### src/rtl/dmem_arbiter_pkg.sv
// Shared definitions for the data-memory arbiter and the data memory it fronts.
// Holds the arbiter FSM state encoding and the default memory geometry.
package dmem_arbiter_pkg;

   typedef enum logic [1:0] {
      IDLE = 2'd0,
      OWN0 = 2'd1,
      OWN1 = 2'd2
   } arb_state_t;

   localparam int DMEM_ADDR_W = 14;
   localparam int DMEM_DATA_W = 32;
   localparam int DMEM_DEPTH  = 100;

endpackage

### src/rtl/dmem_arbiter_rr_arb2.sv
// Two-request round-robin picker: the last owner keeps a contested grant
// until it has taken MAX_BURST grants in a row, then the other port wins.
module rr_arb2
   import dmem_arbiter_pkg::*;
#(
   parameter int MAX_BURST = 4
) (
   input  logic clk,
   input  logic rst_n,
   input  logic req0,
   input  logic req1,
   output logic gnt0,
   output logic gnt1
);

   localparam int CNT_W = $clog2(MAX_BURST + 1);
   localparam logic [CNT_W-1:0] BURST_MAX = CNT_W'(MAX_BURST);

   arb_state_t       state;
   logic [CNT_W-1:0] burst_cnt;
   logic             keep_owner;

   // Grants are purely combinational so a requester is served in its own cycle.
   always_comb begin
      gnt0       = 1'b0;
      gnt1       = 1'b0;
      keep_owner = (burst_cnt < BURST_MAX);
      if (rst_n) begin
         if (req0 && !req1) begin
            gnt0 = 1'b1;
         end else if (req1 && !req0) begin
            gnt1 = 1'b1;
         end else if (req0 && req1) begin
            case (state)
               OWN0:    if (keep_owner) gnt0 = 1'b1; else gnt1 = 1'b1;
               OWN1:    if (keep_owner) gnt1 = 1'b1; else gnt0 = 1'b1;
               default: gnt0 = 1'b1;
            endcase
         end
      end
   end

   // Counter saturates at MAX_BURST: a lone requester may hold the port forever.
   always_ff @(posedge clk or negedge rst_n) begin
      if (!rst_n) begin
         state     <= IDLE;
         burst_cnt <= '0;
      end else if (gnt0) begin
         state     <= OWN0;
         burst_cnt <= (state != OWN0) ? CNT_W'(1) :
                      (burst_cnt == BURST_MAX) ? burst_cnt : burst_cnt + 1'b1;
      end else if (gnt1) begin
         state     <= OWN1;
         burst_cnt <= (state != OWN1) ? CNT_W'(1) :
                      (burst_cnt == BURST_MAX) ? burst_cnt : burst_cnt + 1'b1;
      end else begin
         state     <= IDLE;
         burst_cnt <= '0;
      end
   end

endmodule

### src/rtl/dmem_arbiter.sv
// Two-port front end for a single-ported asynchronous-read data memory:
// round-robin grant, address/data mux and a one-cycle registered read response.
module dmem_arbiter
   import dmem_arbiter_pkg::*;
#(
   parameter int ADDR_W    = DMEM_ADDR_W,
   parameter int DATA_W    = DMEM_DATA_W,
   parameter int DEPTH     = DMEM_DEPTH,
   parameter int MAX_BURST = 4
) (
   input  logic              clk,
   input  logic              rst_n,
   input  logic              p0_req,
   input  logic              p0_we,
   input  logic [ADDR_W-1:0] p0_addr,
   input  logic [DATA_W-1:0] p0_wdata,
   input  logic              p1_req,
   input  logic              p1_we,
   input  logic [ADDR_W-1:0] p1_addr,
   input  logic [DATA_W-1:0] p1_wdata,
   output logic              p0_gnt,
   output logic              p0_rvalid,
   output logic [DATA_W-1:0] p0_rdata,
   output logic              p0_err,
   output logic              p1_gnt,
   output logic              p1_rvalid,
   output logic [DATA_W-1:0] p1_rdata,
   output logic              p1_err,
   output logic [ADDR_W-1:0] mem_a,
   output logic [DATA_W-1:0] mem_wd,
   output logic              mem_we,
   input  logic [DATA_W-1:0] mem_rd
);

   localparam logic [ADDR_W:0] DEPTH_LIM = (ADDR_W + 1)'(DEPTH);

   logic              gnt0, gnt1, any_gnt;
   logic [ADDR_W-1:0] sel_addr;
   logic [DATA_W-1:0] sel_wdata;
   logic              sel_we, in_range;
   logic [DATA_W-1:0] resp_data;

   rr_arb2 #(.MAX_BURST(MAX_BURST)) u_arb (
      .clk  (clk),
      .rst_n(rst_n),
      .req0 (p0_req),
      .req1 (p1_req),
      .gnt0 (gnt0),
      .gnt1 (gnt1)
   );

   assign p0_gnt = gnt0;
   assign p1_gnt = gnt1;

   // Memory bus is parked at zero when nobody is granted.
   always_comb begin
      any_gnt   = gnt0 | gnt1;
      sel_addr  = gnt1 ? p1_addr  : p0_addr;
      sel_wdata = gnt1 ? p1_wdata : p0_wdata;
      sel_we    = gnt1 ? p1_we    : p0_we;
      in_range  = ({1'b0, sel_addr} < DEPTH_LIM);
      mem_a     = any_gnt ? sel_addr  : '0;
      mem_wd    = any_gnt ? sel_wdata : '0;
      mem_we    = any_gnt & sel_we & in_range;
      resp_data = in_range ? mem_rd : '0;
   end

   // rdata holds between responses; err only qualifies the rvalid cycle.
   always_ff @(posedge clk or negedge rst_n) begin
      if (!rst_n) begin
         p0_rvalid <= 1'b0;
         p0_err    <= 1'b0;
         p0_rdata  <= '0;
         p1_rvalid <= 1'b0;
         p1_err    <= 1'b0;
         p1_rdata  <= '0;
      end else begin
         p0_rvalid <= gnt0;
         p0_err    <= gnt0 & ~in_range;
         p1_rvalid <= gnt1;
         p1_err    <= gnt1 & ~in_range;
         if (gnt0) p0_rdata <= resp_data;
         if (gnt1) p1_rdata <= resp_data;
      end
   end

endmodule

### config.mk
export PLATFORM = sky130hd
export DESIGN_NAME = dmem_arbiter
export DESIGN_NICKNAME = d
export VERILOG_FILES = /design/src/rtl/dmem_arbiter_pkg.sv /design/src/rtl/dmem_arbiter_rr_arb2.sv /design/src/rtl/dmem_arbiter.sv
export SDC_FILE = /design/constraint.sdc
export NUM_CORES = 1
export LEC_CHECK = 0
export ABC_AREA = 1
export CAP_MARGIN = 20
export CORE_MARGIN = 4
export CORE_UTILIZATION = 35
export DETAILED_ROUTE_END_ITERATION = 8
export GPL_TIMING_DRIVEN = 0
export PLACE_DENSITY = 0.82
export SLEW_MARGIN = 0
export SYNTH_ARGS = -nofsm -noshare
export SYNTH_HDL_FRONTEND = slang
export SYNTH_SLANG_ARGS = --single-unit
### constraint.sdc
create_clock -name clk -period 3.42 [get_ports clk]
set_input_delay 0.513 -clock clk [delete_from_list [all_inputs] [get_ports clk]]
set_output_delay 0.513 -clock clk [all_outputs]
set_load 0.02 [all_outputs]
==> deck_impl_summary.md <==
Physical Implementation Snapshot

Synthesis
  – Ao+oa area frac: under 10%
  – Yosys cell types: 27
  – Comb area leader: simple AND/OR/NAND/NOR gates
  – And+or+nand+nor area frac: between 30% and 40%
  – Nets at Floorplan: 649
  – Ys cells: between 500 and 600
  – Syn Area/Cell: 7.52 um^2
  – Synth Area in Adders: ~1.3%
  – Synth flops: between 70 and 80
  – Post-Syn Instances: 515
  – Synthesis Warnings: 0
  – Synth Area in XOR/XNOR: less than 1%
  – Chip Area, Yosys: 3870 um^2
  – Register share after synthesis: between 40% and 50%
  – Mux area share: 0%

Final layout
  – Top Registers: p0_rdata (32), p1_rdata (32), u_arb.burst_cnt (3)
  – Core Util, Final: between 60% and 70%
  – MI comb cells: ~380
  – Final Cell Area: about 6800 um^2
  – Diode count: 0
  – Num sequential: 72
  – Top cells excl fill/tap: nand2_1 (232), clkdlybuf4s50_1 (226), dfrtp_1 (72)
  – Seq area share: 26.5%
  – Clock buf count: 11
  – P&R area growth vs syn: 75.7%
  – FILL cells: approximately 980
  – Top class by area: buffers
  – Non-CTS buffers: roughly 290
  – Clock network area share: 3.95%
  – Non-clk buf share: roughly two fifths
  – Most used logic cell in the final layout: nand2_1
  – Logic area: ~1700 um^2
  – Finished Layout Cells: ~920
  – Final #Nets: between 900 and 1k

GRT
  – Initial antenna violation count: 0
  – GRT overflow: 0
  – M1 GR Usage: between 20 and 30%
  – Vias in the first global route: 4731
  – First-pass GRT wire length: roughly 24000 um
  – Global Route met3 Usage: 4.60%
  – GRT busiest layer: met2

Timing
  – Setup TNS: 0 ns
  – Final tally of setup violations: 0
  – Post-route minimum period: about 3.3 ns
  – Worst Max-Slew Pin Slew: 0.625 ns
  – Final Cycle Share: 95.4%
  – Max_slew headroom: between 50% and 60%
  – Skew final: between 0.007 and 0.008 ns
  – Hold Slack: around 0.085 ns

Worst setup path
  – R2R Path End: p0_rdata[21]
  – Crit path largest cell delay: between 0.6 and 0.7 ns
  – Critical path endpoint category: output port
  – Critical Path Source: p1_req
  – Worst path slowest cell: clkdlybuf4s50_1
  – Worst Path Arrival: approximately 2.8 ns
  – R2R setup slack: 1.03 ns
  – Critical path, cell by cell: clkdlybuf4s50_1 > nand2_1 > inv_2 > nand2_2 > buf_4 > clkinv_2 > buf_2 > nand2_1 > o21ai_0 > clkdlybuf4s50_1
  – Type of the worst setup path: primary input to output port
  – Worst Reg2Reg Path Length in Cells: 9
  – Worst path required time: roughly 2.9 ns
  – RR Startpoint: u_arb.state[0]
  – CP Max Fanout: 10
  – Crit path depth: 10
  – Worst setup path end: mem_a[1]

Drt
  – Via count: approximately 4.6k
  – Top sig layer: met4
  – Wl on met1: between 6000 and 7000 um
  – Antenna Nets Post-Route: 0
  – WL met3: 933 um
  – Final WL: approximately 15000 um
  – Post-DR vias/cell: slightly above 5
  – Detailed Route Iter0 Violations: 270
  – Drc violations: 0
  – DR pass1 iterations: 5

Die
  – # Taps: ~140
  – Width of the die: roughly 110 um
  – Initial Utilization: 35.7%
  – Num ports: approximately 250
  – Total core area: around 11000 um^2
  – Die y size: approximately 110 um
  – Site Rows: 38

Place
  – PortBufs: ~250
  – GP Congestion: about 0.83
  – DP Wirelength: about 12000 um
  – Placed instance area: about 6500 um^2

Clock tree
  – CTS resizes: 19
  – Late-Pin Clk Latency: 0.33 ns
  – TritonCTS Sinks: 72
  – Clk buf depth: 2
  – Hold-fix buffers at CTS: 0
  – TritonCTS clock tree: yes

Power and ir drop
  – Top power group: clock
  – Clk pwr share: between 30% and 40%
  – Power Sequential: about 860 uW
  – Max IR drop VDD: ~0.22 mV
  – Comb. pwr: ~500 uW
  – Static Leak: between 0.003 and 0.004 uW
  – Combinational power share: roughly 22%
  – Pint: 1690 uW
  – P_clk: between 800 and 900 uW
  – P_sw: between 500 and 600 uW

Min path
  – HP Class: primary input to async pin

Flow run
  – Warning total across the stage logs: 28
  – Max_cap viols: 0

Status
  – Outcome: complete, no violations
cells in the mapped netlist:
library cell,count,area (um^2)
nor2_1,13,48.8
clkbuf_1,21,78.8
nand3_4,1,17.5
a21oi_1,5,25.0
nand2_2,1,6.26
buf_4,7,52.6
nand3_1,7,35.0
a21boi_0,2,15.0
or2_2,1,6.26
nor2_2,1,6.26
inv_2,1,3.75
xor2_1,1,8.76
buf_6,7,78.8
buf_2,5,25.0
nand2_1,232,871
nor3_1,1,5.00
ha_1,4,50.1
o21ai_0,37,185
nand3b_1,5,37.5
inv_1,20,75.1
o21ai_1,2,10.0
o21ai_2,1,8.76
o2111ai_1,1,8.76
nand4_1,64,400
clkinv_1,2,7.51
dfrtp_1,72,1800
buf_1,1,3.75
**Register map, names as in the netlist**

Drawn at 2 px/um.
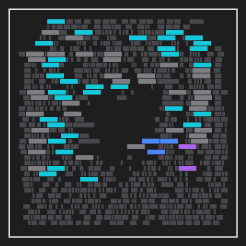
legend:
  `u_arb.burst_cnt`:
    color: blue
    placed_flops: 3
  `u_arb.state`:
    color: purple
    placed_flops: 2
  `p0_rdata`:
    color: cyan
    placed_flops: 32
not colored: 35

**Congestion heat map**

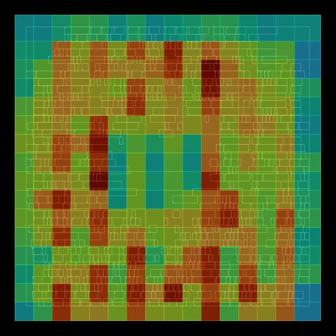
GR Util met2: 38.3%
WL/cell: 16.4 um
GRT Total Usage: 22.7%

No activity file was given, so power comes from the tool's default toggle rates.
